Design pg_carry_resolver_flat, sky130hd; sources not shown.
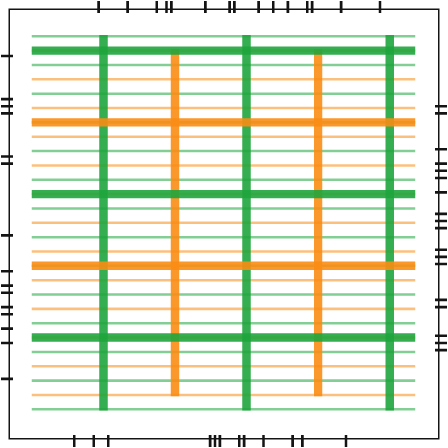
Run 1: power grid
Pins as bars on the die edge.
[VDD] orange
[VSS] green
met1 rails: 27
rows: 26
met4 straps: 5
signal pins: 60
Worst VDD drop: 0.000415 V
Horiz. Die Dim: 81.1 µm
die height: 81.1 µm
Core ar.: 5140 µm²

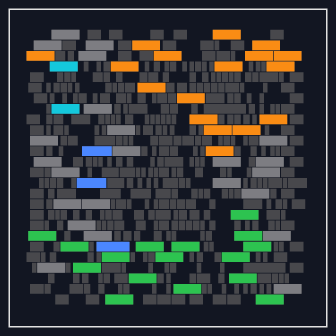
Run 1: sequential cells grouped by signal name
Other sequential cells in the stronger grey, the rest of the logic in the fainter grey.
[`u_core.bus.carry`] orange | flops: 17
[`u_core.r_state`] cyan | flops: 2
[`u_core.r_k`] blue | flops: 3
[`u_core.r_g`] green | flops: 16
register area: 1230 µm²
P_seq: 1.19 mW
Seq/total area: 33.8%
final core utilization: 70.7%

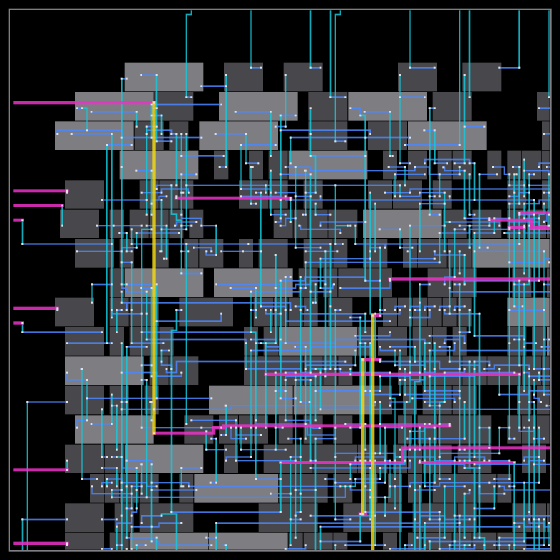
Run 1: layout detail
Window x 0 to 50, y 31 to 81 µm. Cells in grey, sequential cells in the stronger grey; small squares are vias.
[M4] yellow
[M1] blue
[M3] magenta
[M2] cyan
most frequent: nand2_1 (29), inv_1 (26), dfxtp_1 (21)
cells with their middle in the window: 197
sequential cells in the window: 23

==> reports/metrics.cfg, run 1 <==
[status]
outcome=finished clean

[final_timing]
min_period_ns=2.07
grt_setup_unrepaired=false

[flow_run]
drv_cap=0

[layout]
lay_top_count=clkdlybuf4s50_1
layout_top_cells=clkdlybuf4s50_1 (59), dfxtp_1 (58), o21ai_0 (55), inv_1 (53), nor2_1 (52)
clk_share_pct=5.68
largestClassByArea=registers
comb_share_pct=32.6

[critical_path]
crit_type=reg -> reg
cp.depth=16
reg2reg_setup_slack_ns=0.18
start_kind=flip-flop
slowest_stage=dfxtp_2

[placement]
dp_hpwl_mm=4.65
post-place-cells=491
dpl_cell_area_um2=3350

[routing]
postRouteAntennaNets=0
wl_mm=6.53

[clock_tree]
cts-root-buf=clkbuf_8
cts_tree=built
cts_sinks=61
cts_buffers=9

[floorplan]
fp_util_pct=52.0
fp-row-count=26

[power]
p_int_mw=1.97
p_leak_nw=1.62
p_comb_uw=458
powerDensity_nw_per_um2=740

[yosys]
synthCells=367
yosys.area.top_type=dfxtp_1
synthArstFlopShare_pct=0
synth_cell_types=28
yosys_most_used_dff=dfxtp_1

[global_route]
grt.total_usage_pct=21.5

-- run 1: per-layer routing --
layer	global-route usage (%)	share of wire, %
met1	28.5	48
met2	32.1	45
met3	5.88	5.8
met4	10.6	1.5
met5	0	0
-- run 1: Yosys cell counts (2+ instances only) --
master    count
or2_2         3
ha_1          5
inv_2         3
a21oi_1      34
nand3_1      15
dfxtp_1      61
o21bai_1      5
o211ai_1      2
nor2_2        3
o21ai_0      55
o22ai_1       3
nor2_1       52
nand2_2       8
nand2_1      37
clkbuf_1     12
inv_1        55
o21ai_1       3
-- run 1: cells by family (layout without fill, tap and decap cells) --
logic type	Yosys count	in the layout	share of synthesized area (%)
AND/OR/NAND/NOR	123	124	20.1
adder cells (fa/ha/maj)	5	5	2.34
flip-flops	61	61	45.7
buffers and inverters	73	149	11.1
AND-OR/OR-AND	105	105	20.9
==> run 2: changes to the inputs <==
==> constraint.sdc (replaced) <==
create_clock -name clk -period 2.05 [get_ports clk]
set_input_delay 0.3075 -clock clk [delete_from_list [all_inputs] [get_ports clk]]
set_output_delay 0.3075 -clock clk [all_outputs]
set_load 0.03 [all_outputs]
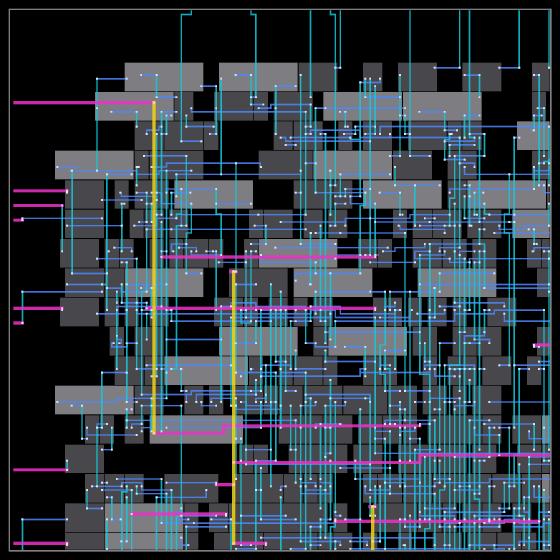
Run 2: layout detail
Window x 0 to 50, y 31 to 81 µm. Cells in grey, sequential cells in the stronger grey; small squares are vias.
[M1] blue
[M2] cyan
[M4] yellow
[M3] magenta
sequential cells in the window: 21
most frequent: nand2_1 (24), inv_1 (22), dfxtp_1 (19)
cells with their middle in the window: 190

==> run 2 against run 1 <==
Wire length is 0.92% higher. Highest routed layer unchanged. Final cell count rose by 0.39%. Sequential share of layout area is essentially flat.
==> reports/metrics.cfg, run 2 <==
[status]
outcome=finished clean

[floorplan]
fp-row-count=26
core_area_um2=5140
fp_util_pct=52.0
fp.dieH_um=81.1
fp.dieW_um=81.1

[flow_run]
drv_cap=0

[routing]
wl_met1_mm=2.92
postRouteAntennaNets=0
top_layer=met4
wl_met2_mm=3.20
dr.pass1.iters=4
dr_wl_met3_um=377
wl_mm=6.59
via_count=2539
via_per_inst=4.92

[critical_path]
reg2reg_setup_slack_ns=0.10
start_kind=flip-flop
crit_type=reg -> reg
slowest_stage=dfxtp_4
critPathArrivalTime_ns=2.17
crit_buf_inv=3
cp.depth=13

[yosys]
fa_ha_area_share_pct=2.34
synth.most_common_cell=dfxtp_1
synthArstFlopShare_pct=0
synth_cell_types=28
mux_area_share_pct=0
top_cells_by_count=dfxtp_1 (61), inv_1 (55), o21ai_0 (55)
yosys_most_used_dff=dfxtp_1
synthCells=367
ys_sh_simple_pct=20.1
yosys.area.top_type=dfxtp_1
ys_sh_xor_pct=0
topCellsByArea=dfxtp_1 (46%), o21ai_0 (10%), inv_1 (7.7%)
netlist_logic_family_top=AND-OR/OR-AND gates
aoi_share_pct=20.9

[final_timing]
tns_ns=0
grt_setup_unrepaired=true
finalHoldViolations=0
min_period_ns=1.95

[global_route]
grt.met1_usage_pct=27.0
grt.total_usage_pct=21.5
grt_pass1_vias=2416
gr-max-usage-layer=met2
grtUsageMet2_pct=35.4
grt_max_degree=42
use_met3_pct=5.99

[layout]
buffer_area_share_pct=20.6
clk_share_pct=4.03
seq_share_pct=33.8
post-route-util_pct=70.7
signal_buffers=80
comb_share_pct=33.1
layout_top_cells=clkdlybuf4s50_1 (59), dfxtp_1 (59), nor2_1 (52), inv_1 (52), o21ai_0 (51)
regArea_um2=1230
largestClassByArea=registers

[clock_tree]
cts_sinks=61
cts-root-buf=clkbuf_8
cts_buffers=9
cts_tree=built

[placement]
dpl_cell_area_um2=3400
dp_hpwl_mm=4.67
post-place-cells=498

[power]
powerDensity_nw_per_um2=736
p_leak_nw=1.61
ir_worst_vdd_v=0.000620

[worst_hold_path]
hold_depth=2

run 2: cell counts after synthesis:
Identical to the previous run, type by type.
run 2: power by group:
| group | internal [mW] | switching (mW) | total (mW) |
|---|---|---|---|
| Sequential | 1.27 | 0.0461 | 1.31 |
| Combinational | 0.226 | 0.287 | 0.513 |
| Clock | 0.419 | 0.430 | 0.849 |
run 2: worst reg2reg max path, stage by stage, from the launching register on:
cell and delay, ns:
dfxtp_4 0.36, inv_2 0.08, ha_2 0.20, nand2_4 0.11, or2_2 0.29, nand3_1 0.11, nand2_2 0.08, nand2_2 0.07
nand2_2 0.06, nand2_2 0.07, nand2_2 0.06, buf_4 0.15, o21ai_0 0.14, inv_1 0.05
run 2: what timing repair did:
item	in CTS	in global routing
endpoints found under the setup margin	5	14
resized	2	20
buffers inserted	0	4
pin swaps	0	3
Power figures rest on the tool's default switching activity, not on a simulated workload.
